Figure 1. Signal wires on met1 (run 1).
Bar = 20 µm. Cells faint in the background.
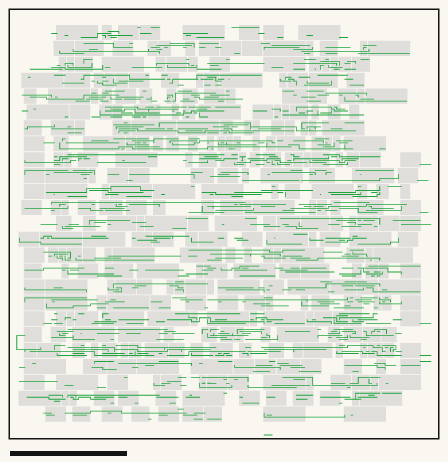
Figure 2. Met2 routing (run 1).
Bar = 20 µm. Cells faint in the background.
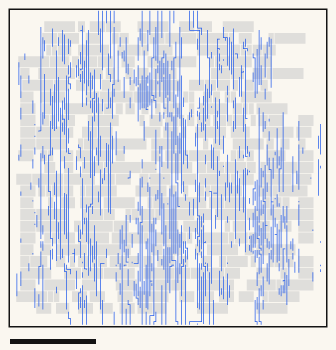
Figure 3. M3 wires (run 1).
Bar = 20 µm. Cells faint in the background.
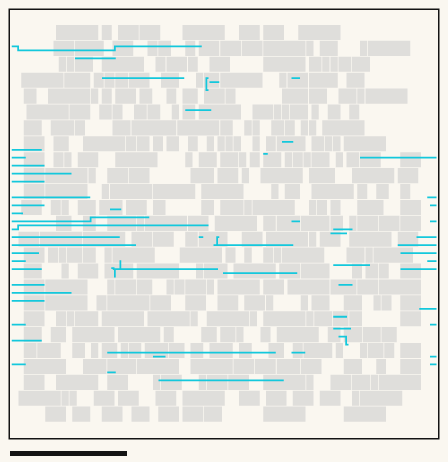
## config.mk

```make
export PLATFORM = sky130hd
export DESIGN_NAME = fir_scheduler
export DESIGN_NICKNAME = d
export VERILOG_FILES = /design/src/rtl/fir_scheduler_pkg.sv /design/src/rtl/sat_counter.sv /design/src/rtl/fir_scheduler.sv
export SDC_FILE = /design/constraint.sdc
export NUM_CORES = 1
export LEC_CHECK = 0
export ABC_CLOCK_PERIOD_IN_PS = 3700
export CORE_UTILIZATION = 51
export DETAILED_ROUTE_END_ITERATION = 8
export GPL_TIMING_DRIVEN = 0
export PLACE_DENSITY_LB_ADDON = 0.15
export SYNTH_ARGS = -nofsm -noshare
export SYNTH_HDL_FRONTEND = slang
export SYNTH_SLANG_ARGS = --single-unit
export TNS_END_PERCENT = 30
```

## constraint.sdc

```tcl
create_clock -name clk -period 3.7 [get_ports clk]
set_input_delay 0.74 -clock clk [delete_from_list [all_inputs] [get_ports clk]]
set_output_delay 0.74 -clock clk [all_outputs]
set_load 0.05 [all_outputs]
```

## src/rtl/fir_scheduler_pkg.sv

```systemverilog
// Shared types and default sizing for the FIR run scheduler.
// Optional feature macro: FIR_BYPASS_ON_LOCK_EN (see fir_scheduler.sv).
package fir_scheduler_pkg;

  typedef enum logic [1:0] {
    IDLE = 2'd0,
    HOLD = 2'd1,
    RUN  = 2'd2
  } stateT;

  localparam int DefDataWidth     = 12;
  localparam int DefTimeoutCycles = 64;
  localparam int DefCountWidth    = 8;

endpackage

```

## src/rtl/sat_counter.sv

```systemverilog
// Saturating up-counter used for debug event counts; sticks at all-ones.
module sat_counter #(
  parameter int Width = 8
) (
  input  logic             clk,
  input  logic             reset,
  input  logic             inc,
  output logic [Width-1:0] count
);

  // NOTE: sequential state uses non-blocking assignments so every register
  // samples pre-edge values, independent of process ordering.
  always_ff @(posedge clk) begin
    if (reset) begin
      count <= '0;
    end else if (inc && (count != '1)) begin
      count <= count + Width'(1);
    end
  end

endmodule

```

## src/rtl/fir_scheduler.sv

```systemverilog
// Sequences one FIR run per ADC sample with a 1-deep pending slot, a done
// timeout with unfiltered fallback, and saturating overrun/timeout counters.
// Define FIR_BYPASS_ON_LOCK_EN to pass samples through unfiltered while the
// coefficient lock is held instead of holding them.
module fir_scheduler
  import fir_scheduler_pkg::*;
#(
  parameter int DataWidth     = DefDataWidth,
  parameter int TimeoutCycles = DefTimeoutCycles,
  parameter int CountWidth    = DefCountWidth
) (
  input  logic                  clk,
  input  logic                  reset,
  input  logic [DataWidth-1:0]  inData,
  input  logic                  inValid,
  input  logic                  lock,
  output logic                  firStart,
  output logic [DataWidth-1:0]  firX,
  input  logic                  firDone,
  input  logic [DataWidth-1:0]  firY,
  output logic [DataWidth-1:0]  outData,
  output logic                  outValid,
  output logic                  busy,
  output logic [CountWidth-1:0] overrunCount,
  output logic [CountWidth-1:0] timeoutCount
);

  localparam int TimerWidth = $clog2(TimeoutCycles);
  localparam logic [TimerWidth-1:0] TimerLast = TimerWidth'(TimeoutCycles - 1);

  stateT state, stateNext;

  logic                  pendValid;
  logic [DataWidth-1:0]  pendData;
  logic [DataWidth-1:0]  runX;
  logic [TimerWidth-1:0] timer;

  logic startRun;
  logic emitRaw;
  logic runDone;
  logic runTimeout;
  logic consume;
  logic overrunInc;

  always_ff @(posedge clk) begin
    if (reset) begin
      state <= IDLE;
    end else begin
      state <= stateNext;
    end
  end

  // NOTE: every signal driven here gets a default first, so no path can
  // leave one unassigned and infer a latch.
  always_comb begin
    stateNext  = state;
    startRun   = 1'b0;
    emitRaw    = 1'b0;
    runDone    = 1'b0;
    runTimeout = 1'b0;
    unique case (state)
      IDLE, HOLD: begin
        if (pendValid) begin
          if (!lock) begin
            startRun  = 1'b1;
            stateNext = RUN;
          end
`ifdef FIR_BYPASS_ON_LOCK_EN
          // Skip a cycle after any output pulse so outValid never runs back-to-back.
          else if (!outValid) begin
            emitRaw   = 1'b1;
            stateNext = IDLE;
          end
`else
          else begin
            stateNext = HOLD;
          end
`endif
        end
      end
      RUN: begin
        // firDone has priority over a timeout landing on the same cycle.
        if (firDone) begin
          runDone   = 1'b1;
          stateNext = IDLE;
        end else if (timer == TimerLast) begin
          runTimeout = 1'b1;
          stateNext  = IDLE;
        end
      end
      default: stateNext = IDLE;
    endcase
  end

  assign consume = startRun | emitRaw;

`ifdef FIR_BYPASS_ON_LOCK_EN
  // Samples that will be passed straight through are not overrun victims.
  assign overrunInc = inValid & pendValid & ~consume & ((state == RUN) | ~lock);
`else
  assign overrunInc = inValid & pendValid & ~consume;
`endif

  assign firStart = startRun;
  assign firX     = startRun ? pendData : runX;
  assign busy     = (state != IDLE) || pendValid;

  always_ff @(posedge clk) begin
    if (reset) begin
      pendValid <= 1'b0;
      pendData  <= '0;
      runX      <= '0;
      timer     <= '0;
      outData   <= '0;
      outValid  <= 1'b0;
    end else begin
      outValid <= runDone | runTimeout | emitRaw;
      if (runDone) begin
        outData <= firY;
      end else if (runTimeout) begin
        outData <= runX;
      end else if (emitRaw) begin
        outData <= pendData;
      end

      if (startRun) begin
        runX  <= pendData;
        timer <= '0;
      end else if (state == RUN) begin
        timer <= timer + TimerWidth'(1);
      end

      // A new sample always lands in pending, even in the cycle it is consumed.
      if (inValid) begin
        pendValid <= 1'b1;
        pendData  <= inData;
      end else if (consume) begin
        pendValid <= 1'b0;
      end
    end
  end

  sat_counter #(.Width(CountWidth)) u_overrun (
    .clk   (clk),
    .reset (reset),
    .inc   (overrunInc),
    .count (overrunCount)
  );

  sat_counter #(.Width(CountWidth)) u_timeout (
    .clk   (clk),
    .reset (reset),
    .inc   (runTimeout),
    .count (timeoutCount)
  );

endmodule

```

==> Slide: Implementation Results, run 1 <==
Physical Implementation Snapshot

Synth
  • Mapped Cells: 272
  • Unique cell types: 38
  • Net count after synthesis: 304
  • Synth top area cells: dfxtp_1 48%, mux2i_1 6.2%, mux2_2 5.2%
  • Syn avg cell area: 9.508 µm²
  • Synth warn: 0
  • Netlist Area Pre-Place: 0.002586 mm²
  • Yosys stat area: 0.002586 mm²
  • Seq/Total Area, Yosys: 47.99%
  • Area leader share: 47.99%
  • Registers, synthesis: 62
  • # Cells Yosys: 272
  • Post-synth top area cell: dfxtp_1

Cells and area
  • Final non-filler cell area: 0.003536 mm²
  • Area grow syn2layout: 36.72%
  • Share of cells above drive strength 1: 10.61%
  • Top cells excl fill/tap: 63 x clkdlybuf4s50_1, 62 x dfxtp_1, 34 x nor2_1, 17 x a21oi_1
  • Logic area: 0.001246 mm²
  • Non-filler cells, final: 425
  • Final antenna diode count: 0
  • Fillers: 384
  • Reg area: 0.001241 mm²
  • Dominant logic cell type in the layout: clkdlybuf4s50_1
  • Nets: 385

Placed design
  • Post-DP Area: 0.003371 mm²
  • GPL Wtd Cong: 0.8061
  • HPWL after detailed placement: 4.415 mm
  • Placed insts: 409
  • I/O Buffers: 70

Route
  • Via/cell ratio: 5.421
  • Initial DRC Count: 89
  • TritonRoute pass-1 iters: 4
  • Residual DRC: 0
  • Wirelength per Cell: 14.69 µm
  • Post-route ant nets: 0

STA
  • Setup TNS: 0 ns
  • Fin Clk Skew: 0.01097 ns
  • RSZ-0062 raised after global routing: false
  • Final period util: 94.97%
  • Max Slew Vio Count: 0
  • Max_slew headroom: 62.77%
  • Worst Tran Pin Value: 0.5443 ns
  • Final setup viols: 0
  • Clock period minus worst slack: 3.514 ns
  • Max Clock Freq: 284.6 MHz
  • Final hold viol count: 0

Global route
  • Vias in the first global route: 2157
  • Initial antenna violation count: 0
  • Largest net degree at the start of global routing: 11
  • Global-route wire length before repair: 9.942 mm
  • GRT Residual Overflow: 0
  • GRT Overall Usage: 25.19%

Floorplanning
  • Die extent in x: 73.21 µm
  • Cell Rows: 25
  • Die ar.: 0.005360 mm²
  • DIE HEIGHT: 73.21 µm
  • Fp_density: 54.04%
  • CORE AREA: 0.004786 mm²
  • I/O pins: 72

CTS
  • CTS HTree Levels: 3
  • Root buf cell: clkbuf_8
  • TritonCTS clock tree: done
  • Hold_buf cts: 0
  • Clock Tree Buf Depth: 2
  • CTS sink count: 62
  • Late-Pin Clk Latency: 0.34 ns
  • CTS resizes: 8
  • Worst-path clk slew: 0.06 ns
  • Number of setup buffers added after CTS: 0
  • Clock buffer count from CTS: 9

Critical path
  • Critical Path Sink Type: output pin
  • Critical Path AT: 2.77 ns
  • Crit Path Max Fanout: 6
  • CP Launch Type: input pin
  • Crit Path Category: in2out
  • CP required: 2.96 ns
  • R2R cell count: 6

Pwr
  • Total power: 1.353 mW
  • Leakage: 1.358 nW
  • Cell Pwr Density: 382.7 mW/mm²
  • VDD IR max: 0.2744 mV

Hold path
  • HP Class: reg2reg
  • Hold Path Depth: 2

Run
  • Tool warnings: 26
  • Max-Cap Viols: 0

Run status
  • Status: finished, final reports clean
Notes on Figure 1 above:
347 nets have wire on it. The layer carries 2700 µm of wire.
Detailed Route WL: 6.245 mm
GRT met1 Usage: 29.58%
vias: 2304

Notes on Figure 2 above:
333 nets have wire on it. The wires run mostly vertical. The layer holds 47% of the routed length.

Notes on Figure 3 above:
49 nets have wire on it. The layer holds 6.7% of the routed length. The longest straight run is 32.4 µm. The layer carries 420 µm of wire. The wires run mostly horizontal.

[run 1: layout make-up]
cell class              instances  share of cell area, %
clock inverters                 4                 0.6369
repair buffers                 70                  19.57
inverters                      10                  1.062
multi-input cells             185                  35.24
well taps                      67                  2.371
flip-flops and latches         62                  35.10
clock buffers                  12                  4.105
plain buffers                  15                  1.911
[run 1: worst max-delay path: stages]
cell	delay (ns)
clkdlybuf4s50_1	0.51
nor3b_4	0.40
mux2_2	0.39
clkdlybuf4s50_1	0.73
[run 1: kinds of logic (layout without fill, tap and decap cells)]
kind of cell             count (synthesis)  count (layout)  synth area share, %
AND/OR/NAND/NOR                         98              98                19.35
buffers and inverters                   25             111                4.064
multiplexers                            28              28                11.42
XOR/XNOR                                11              11                3.725
AND-OR/OR-AND                           45              45                12.00
adder cells (fa/ha/maj)                  3               3                1.452
flip-flops                              62              62                47.99
[run 1: metrics by stage]
| stage | setup WS (ns) | util [%] | hold WS (ns) |
|---|---|---|---|
| 3_3_place_gp | -0.1115 | 70.43 | 0.4473 |
| 4_1_cts | 0.1789 | 73.88 | 0.4612 |
| 2_1_floorplan | 1.092 | - | 0.4544 |
| 6_report | 0.1862 | 73.88 | 0.4625 |
| 5_1_grt | 0.1226 | 73.88 | 0.4832 |
| 3_5_place_dp | -0.1116 | 70.43 | 0.4493 |
[run 1: cell usage after synthesis]
cell       count
nand2_1       16
o211ai_4       1
a2111oi_0      5
a41o_1         1
ha_1           3
and3_1         3
xor2_1         6
and4bb_2       1
a311oi_1       1
buf_4          1
o21a_1         1
buf_2          6
a31oi_1        1
clkbuf_1       8
nand4_1        5
nor3_1         3
nor2b_1       13
nor3b_2        1
and3b_1        1
a21oi_1       17
nand3_1        6
nor2_1        34
mux2i_1       16
dfxtp_1       62
a211oi_1       2
nor4_1         2
or2_2          1
o21ai_0        5
a22oi_1        9
or4_1          1
and2_1         3
o211ai_2       1
or3_1          5
mux2_2        12
xnor2_1        5
and4_1         3
inv_1         10
o31ai_1        1
[run 1: power by group]
| part | total [mW] | leakage [nW] | internal [mW] | switching (mW) |
|---|---|---|---|---|
| combinational | 0.145 | 0.769 | 0.0650 | 0.0800 |
| sequential | 0.694 | 0.503 | 0.684 | 0.0107 |
| clock | 0.514 | 0.0861 | 0.258 | 0.256 |
| total | 1.35 | 1.36 | 1.01 | 0.347 |
[run 1: registers in the layout, indices dropped and copies added, names as in the netlist]
name	flops
timer	6
state	2
outValid	1
u_overrun.count	8
u_timeout.count	8
runX	12
pendValid	1
pendData	12
outData	12
[run 1: worst paths after layout]
kind / from / endpoint / slack (ns)
worst max-delay path: lock / firX[1] / 0.19
worst min-delay path: outData[8] / outData[8] / 0.46
worst max register to register: timer[0] / outData[5] / 1.96
worst min register to register: outData[8] / outData[8] / 0.46
[run 1: metal layers]
metal / share of wire, % / routed length [µm] / global-route usage (%)
met1: 43 / 2698 / 29.58
met2: 47 / 2933 / 40.74
met3: 6.7 / 419 / 7.182
met4: 3.1 / 193 / 15.03
met5: 0 / 0 / 0
==> run 1 -> run 2 <==
--- a/config.mk
+++ b/config.mk
@@ -10,6 +10,7 @@
 export DETAILED_ROUTE_END_ITERATION = 8
 export GPL_TIMING_DRIVEN = 0
 export PLACE_DENSITY_LB_ADDON = 0.15
+export SKIP_CTS_REPAIR_TIMING = 1
 export SYNTH_ARGS = -nofsm -noshare
 export SYNTH_HDL_FRONTEND = slang
 export SYNTH_SLANG_ARGS = --single-unit
==> constraint.sdc (replaced) <==
create_clock -name clk -period 3.7 [get_ports clk]
set_input_delay 0.74 -clock clk [delete_from_list [all_inputs] [get_ports clk]]
set_output_delay 0.74 -clock clk [all_outputs]
set_load 0.005 [all_outputs]
==> Slide: Implementation Results, run 2 <==
Physical Implementation Snapshot

Global route
  • GRT Overall Usage: 25.10% (was 25.19%)
  • Global-route wire length before repair: 9.901 mm (was 9.942 mm)
  • GRT Residual Overflow: 0 (unchanged)

Route
  • Via/cell ratio: 5.395 (was 5.421)
  • Wirelength per Cell: 14.69 µm (about the same)
  • Detailed Route WL: 6.243 mm (was 6.245 mm)
  • Initial DRC Count: 89 (unchanged)
  • Residual DRC: 0 (unchanged)
  • Post-route ant nets: 0 (unchanged)
  • Vias: 2293 (was 2304)

Floorplanning
  • Die ar.: 0.005360 mm² (unchanged)
  • Cell Rows: 25 (unchanged)
  • I/O pins: 72 (unchanged)
  • Die extent in x: 73.21 µm (unchanged)

Run
  • Max-Cap Viols: 0 (unchanged)
  • Tool warnings: 26 (unchanged)

Placed design
  • I/O Buffers: 70 (unchanged)
  • HPWL after detailed placement: 4.415 mm (unchanged)
  • Pre-CTS setup slack: 0.1437 ns (was -0.1116 ns)
  • Placed insts: 409 (unchanged)

Pwr
  • Clock power share: 38.9% (was 38.0%)
  • Comb pwr share: 8.6% (was 10.7%)
  • Total power: 1.322 mW (was 1.353 mW)
  • Cell Pwr Density: 372.8 mW/mm² (was 382.7 mW/mm²)
  • Sw Share: 23.70% (was 25.61%)
  • Leakage: 1.326 nW (was 1.358 nW)
  • VDD IR max: 0.2727 mV (was 0.2744 mV)
  • P_sw: 0.3132 mW (was 0.3466 mW)

Hold path
  • HP Class: reg2reg (unchanged)
  • Hold Path Depth: 2 (unchanged)

CTS
  • TritonCTS clock tree: done (unchanged)
  • Clock Tree Buf Depth: 2 (unchanged)
  • Late-Pin Clk Latency: 0.34 ns (about the same)
  • CTS sink count: 62 (unchanged)
  • Root buf cell: clkbuf_8 (unchanged)
  • CTS HTree Levels: 3 (unchanged)

Critical path
  • WP buf/inv: 3 (was 2)
  • R2R cell count: 6 (unchanged)
  • Crit Path Max Fanout: 10 (was 6)
  • Crit Path Category: in2out (unchanged)
  • Crit path depth: 5 (was 4)
  • Max stage delay on crit path: 0.51 ns (was 0.73 ns)
  • CP cell instances: clkdlybuf4s50_1 -> nor3b_4 -> buf_4 -> mux2_2 -> clkdlybuf4s50_1 (was clkdlybuf4s50_1 -> nor3b_4 -> mux2_2 -> clkdlybuf4s50_1)
  • Slowest stage cell, crit path: clkdlybuf4s50_1 (unchanged)

STA
  • Fin Clk Skew: 0.01065 ns (was 0.01097 ns)
  • Max Slew Vio Count: 0 (unchanged)
  • RSZ-0062 raised after global routing: false (unchanged)
  • Max_slew headroom: 63.95% (was 62.77%)
  • Worst Tran Pin Value: 0.5272 ns (was 0.5443 ns)
  • Final setup viols: 0 (unchanged)
  • Hold_ws: 0.4623 ns (was 0.4625 ns)
  • Final setup margin: 0.2151 ns (was 0.1862 ns)

Synth
  • Mapped Cells: 272 (unchanged)
  • Area leader share: 47.99% (unchanged)
  • Main synth FF type: dfxtp_1 (unchanged)
  • Synth cell count leaders: 62 x dfxtp_1, 34 x nor2_1, 17 x a21oi_1, 16 x mux2i_1, 16 x nand2_1 (unchanged)
  • Post-synth top area cell: dfxtp_1 (unchanged)
  • Net count after synthesis: 304 (unchanged)
  • Registers, synthesis: 62 (unchanged)
  • Top-count cell post-synth: dfxtp_1 (unchanged)
  • # Cells Yosys: 272 (unchanged)
  • Seq/Total Area, Yosys: 47.99% (unchanged)
  • Syn avg cell area: 9.508 µm² (unchanged)
  • Synth top area cells: dfxtp_1 48%, mux2i_1 6.2%, mux2_2 5.2% (unchanged)

Cells and area
  • Nets: 385 (unchanged)
  • Non-filler cells, final: 425 (unchanged)
  • Final antenna diode count: 0 (unchanged)
  • Share of cells above drive strength 1: 10.61% (unchanged)
  • Top cells excl fill/tap: 70 x clkdlybuf4s50_1, 62 x dfxtp_1, 34 x nor2_1, 17 x a21oi_1 (was 63 x clkdlybuf4s50_1, 62 x dfxtp_1, 34 x nor2_1, 17 x a21oi_1)
  • Regs by FF count: outData x12, pendData x12, runX x12 (unchanged)
  • Area grow syn2layout: 37.06% (was 36.72%)

Run status
  • Status: finished, final reports clean (unchanged)
-- run 2: area by class of cell --
cell class	count	area, µm²
Inverter	10	37.54
Clock buffer	12	145.1
Sequential cell	62	1241
Buffer	15	67.56
Tap cell	67	83.83
Multi-Input combinational cell	185	1246
Timing Repair Buffer	70	700.7
Clock inverter	4	22.52
Fill cell	378	1241
-- run 2: kinds of logic (layout without fill, tap and decap cells) --
family | count (synthesis) | count (layout) | synth area share [%]
compound gates | 45 | 45 | 12.00
xor+xnor | 11 | 11 | 3.725
fa+ha+maj | 3 | 3 | 1.452
buf+inv | 25 | 111 | 4.064
flops | 62 | 62 | 47.99
mux | 28 | 28 | 11.42
simple gates | 98 | 98 | 19.35
-- run 2: worst register-to-register path: stages, from the launching register on --
cell and delay [ns]:
dfxtp_1 0.33, ha_1 0.24, and4bb_2 0.29, a21oi_1 0.25
buf_2 0.28, nand2_1 0.10, a21oi_1 0.16
-- run 2: power by group through the flow --
stage / logic (mW) / clock network, mW / registers [mW]
after detailed placement: 0.113 / 0 / 0.709
after global placement: 0.111 / 0 / 0.708
after floorplan: 0.0508 / 0 / 0.707
after CTS: 0.114 / 0.522 / 0.694
after global routing: 0.123 / 0.552 / 0.696
final: 0.114 / 0.513 / 0.694
-- run 2: metal layers --
metal | vias to the layer above | GRT usage (%) | part of all wire, %
met2 | 72 | 40.53 | 48
met3 | 14 | 7.182 | 7.0
met1 | 1082 | 29.50 | 43
li1 | 1125 | - | -
met4 | 0 | 15.03 | 2.6
met5 | - | 0 | 0
-- run 2: final timing paths --
| path | startpoint | end | slack [ns] |
|---|---|---|---|
| worst min-delay path | outData[8] | outData[8] | 0.46 |
| worst max-delay path | lock | firX[8] | 0.22 |
| worst min register to register | outData[8] | outData[8] | 0.46 |
| worst max register to register | timer[0] | outData[5] | 1.97 |
-- run 2: stage by stage --
step / utilization [%] / area (µm²)
finish: 74.07 / 3545
detailed placement: 70.43 / 3371
global route: 74.07 / 3545
CTS: 73.93 / 3538
global placement: 70.43 / 3371
floorplan: - / 2586
Figure 4. Signal wires on met4 (run 2).
Bar = 20 µm.
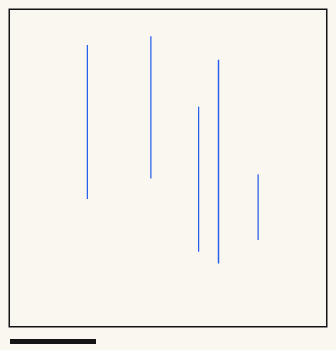
The layer holds 2.6% of the routed length. 4 nets have wire on it. The wires run mostly vertical. The longest straight run is 46.9 µm. The layer carries 163 µm of wire.

==> run 2 -> run 3 <==
--- a/config.mk
+++ b/config.mk
@@ -5,12 +5,12 @@
 export SDC_FILE = /design/constraint.sdc
 export NUM_CORES = 1
 export LEC_CHECK = 0
-export ABC_CLOCK_PERIOD_IN_PS = 3700
 export CORE_UTILIZATION = 51
 export DETAILED_ROUTE_END_ITERATION = 8
 export GPL_TIMING_DRIVEN = 0
 export PLACE_DENSITY_LB_ADDON = 0.15
 export SKIP_CTS_REPAIR_TIMING = 1
+export SLEW_MARGIN = 20
 export SYNTH_ARGS = -nofsm -noshare
 export SYNTH_HDL_FRONTEND = slang
 export SYNTH_SLANG_ARGS = --single-unit
==> Slide: Implementation Results, run 3 <==
Physical Implementation Snapshot

Run status
  • Status: finished, final reports clean (unchanged)

Synth
  • Mapped Cells: 272 (unchanged)
  • Netlist Area Pre-Place: 0.002586 mm² (unchanged)
  • Top-count cell post-synth: dfxtp_1 (unchanged)
  • Synth top area cells: dfxtp_1 48%, mux2i_1 6.2%, mux2_2 5.2% (unchanged)
  • Xor/xnor share: 3.725% (unchanged)
  • Area leader share: 47.99% (unchanged)
  • Syn avg cell area: 9.508 µm² (unchanged)
  • Net count after synthesis: 304 (unchanged)
  • Fa+ha+maj area frac: 1.451% (unchanged)
  • Synth warn: 0 (unchanged)
  • Unique cell types: 38 (unchanged)
  • Ao+oa area frac: 12.00% (unchanged)
  • Simple share: 19.35% (unchanged)
  • Registers, synthesis: 62 (unchanged)
  • Post-synth EDFFs: 0 (unchanged)
  • Main synth FF type: dfxtp_1 (unchanged)
  • Area fraction in mux cells: 11.42% (unchanged)
  • Ys async rst share: 0% (unchanged)

STA
  • Max Clock Freq: 287.0 MHz (unchanged)
  • RSZ-0062 raised after global routing: false (unchanged)
  • Setup TNS: 0 ns (unchanged)
  • Final setup viols: 0 (unchanged)
  • Max_slew headroom: 63.95% (unchanged)
  • Fin Clk Skew: 0.01065 ns (unchanged)
  • Clock period minus worst slack: 3.485 ns (unchanged)
  • Max Slew Vio Count: 0 (unchanged)

Critical path
  • Critical Path Sink Type: output pin (unchanged)
  • CP delay by family, top: buffers and inverters (unchanged)
  • CP required: 2.96 ns (about the same)
  • CP cell instances: clkdlybuf4s50_1 -> nor3b_4 -> buf_4 -> mux2_2 -> clkdlybuf4s50_1 (unchanged)
  • Crit Path Category: in2out (unchanged)
  • Critical Path AT: 2.74 ns (about the same)
  • WP buf/inv: 3 (unchanged)

Floorplanning
  • DIE HEIGHT: 73.21 µm (unchanged)
  • CORE AREA: 0.004786 mm² (unchanged)
  • Fp_density: 54.04% (unchanged)
  • Cell Rows: 25 (unchanged)
  • Die extent in x: 73.21 µm (unchanged)
  • I/O pins: 72 (unchanged)

Global route
  • GRT Residual Overflow: 0 (unchanged)
  • Vias in the first global route: 2151 (unchanged)
  • Largest net degree at the start of global routing: 11 (unchanged)
  • GRT Overall Usage: 25.10% (unchanged)

CTS
  • Clock Tree Buf Depth: 2 (unchanged)
  • Worst-path clk slew: 0.06 ns (about the same)
  • CTS HTree Levels: 3 (unchanged)
  • CTS sink count: 62 (unchanged)
  • Late-Pin Clk Latency: 0.34 ns (about the same)
  • Root buf cell: clkbuf_8 (unchanged)
  • TritonCTS clock tree: done (unchanged)

Run
  • Max-Cap Viols: 0 (unchanged)

Placed design
  • I/O Buffers: 70 (unchanged)
  • GPL Wtd Cong: 0.8061 (unchanged)
  • Placed insts: 409 (unchanged)

Pwr
  • Cell Pwr Density: 372.8 mW/mm² (unchanged)
  • Leakage: 1.326 nW (unchanged)
  • Clock power share: 38.9% (about the same)
  • Total power: 1.322 mW (unchanged)
  • Comb pwr share: 8.6% (about the same)

Route
  • Initial DRC Count: 89 (unchanged)
  • TritonRoute pass-1 iters: 4 (unchanged)
  • Residual DRC: 0 (unchanged)
  • Wirelength per Cell: 14.69 µm (unchanged)
  • Vias: 2293 (unchanged)
  • Via/cell ratio: 5.395 (unchanged)

Cells and area
  • Non-filler cells, final: 425 (unchanged)
  • Regs by FF count: outData x12, pendData x12, runX x12 (unchanged)
  • Share of cells above drive strength 1: 10.61% (unchanged)
  • Top cells excl fill/tap: 70 x clkdlybuf4s50_1, 62 x dfxtp_1, 34 x nor2_1, 17 x a21oi_1 (unchanged)
  • Area grow syn2layout: 37.06% (unchanged)
  • Nets: 385 (unchanged)
  • Final antenna diode count: 0 (unchanged)
==> run 3: final timing paths <==
kind                            slack, ns        from          to  cells after the start
worst max register to register       1.97    timer[0]  outData[5]                      6
worst min register to register       0.46  outData[8]  outData[8]                      2
worst max-delay path                 0.22        lock     firX[8]                      5
worst min-delay path                 0.46  outData[8]  outData[8]                      2
==> run 3: area by class of cell <==
class	count	area, µm²
buffer	15	67.56
clock buffer	12	145.1
clock inverter	4	22.52
fill	378	1241
inverter	10	37.54
multi-input combinational	185	1246
sequential	62	1241
tap	67	83.83
timing repair buffer	70	700.7
==> run 3: cell families (layout without fill, tap and decap cells) <==
logic type               after synthesis  after routing
adder cells (fa/ha/maj)                3              3
AND/OR/NAND/NOR                       98             98
buffers and inverters                 25            111
flip-flops                            62             62
multiplexers                          28             28
AND-OR/OR-AND                         45             45
XOR/XNOR                              11             11
==> run 3: metal layers <==
metal  track usage [%]  wire [µm]
met1             29.50       2659
met2             40.53       2980
met3             7.182        440
met4             15.03        163
met5                 0          0
==> run 3: power by group through the flow <==
stage	sequential (mW)	clock [mW]	combinational (mW)
2_1_floorplan	0.707	0	0.0508
3_3_place_gp	0.708	0	0.111
3_5_place_dp	0.709	0	0.113
4_1_cts	0.694	0.522	0.114
5_1_grt	0.696	0.552	0.123
6_report	0.694	0.513	0.114
==> run 3: worst register-to-register path: stages, from the launching register on <==
cell and delay [ns]:
dfxtp_1 0.33, ha_1 0.24, and4bb_2 0.29, a21oi_1 0.25, buf_2 0.28, nand2_1 0.10
a21oi_1 0.16
==> run 3: per-stage QoR <==
step,hold slack (ns),util (%),instance area [µm²],setup slack (ns)
6_report,0.4623,74.07,3545,0.2151
4_1_cts,0.4612,73.93,3538,0.1049
3_5_place_dp,0.4493,70.43,3371,0.1437
5_1_grt,0.4832,74.07,3545,0.1205
2_1_floorplan,0.4527,-,2586,1.317
3_3_place_gp,0.4473,70.43,3371,0.1450
Figure 5. Met2 routing (run 3).
Bar = 20 µm. Cells faint in the background.
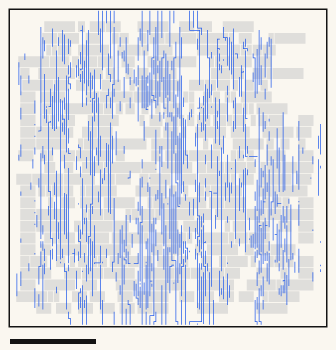
The wires run mostly vertical. The longest straight run is 37.1 µm.
Detailed Route WL: 6.243 mm
met2 Usage GRT: 40.53%

No activity file was given, so power comes from the tool's default toggle rates.
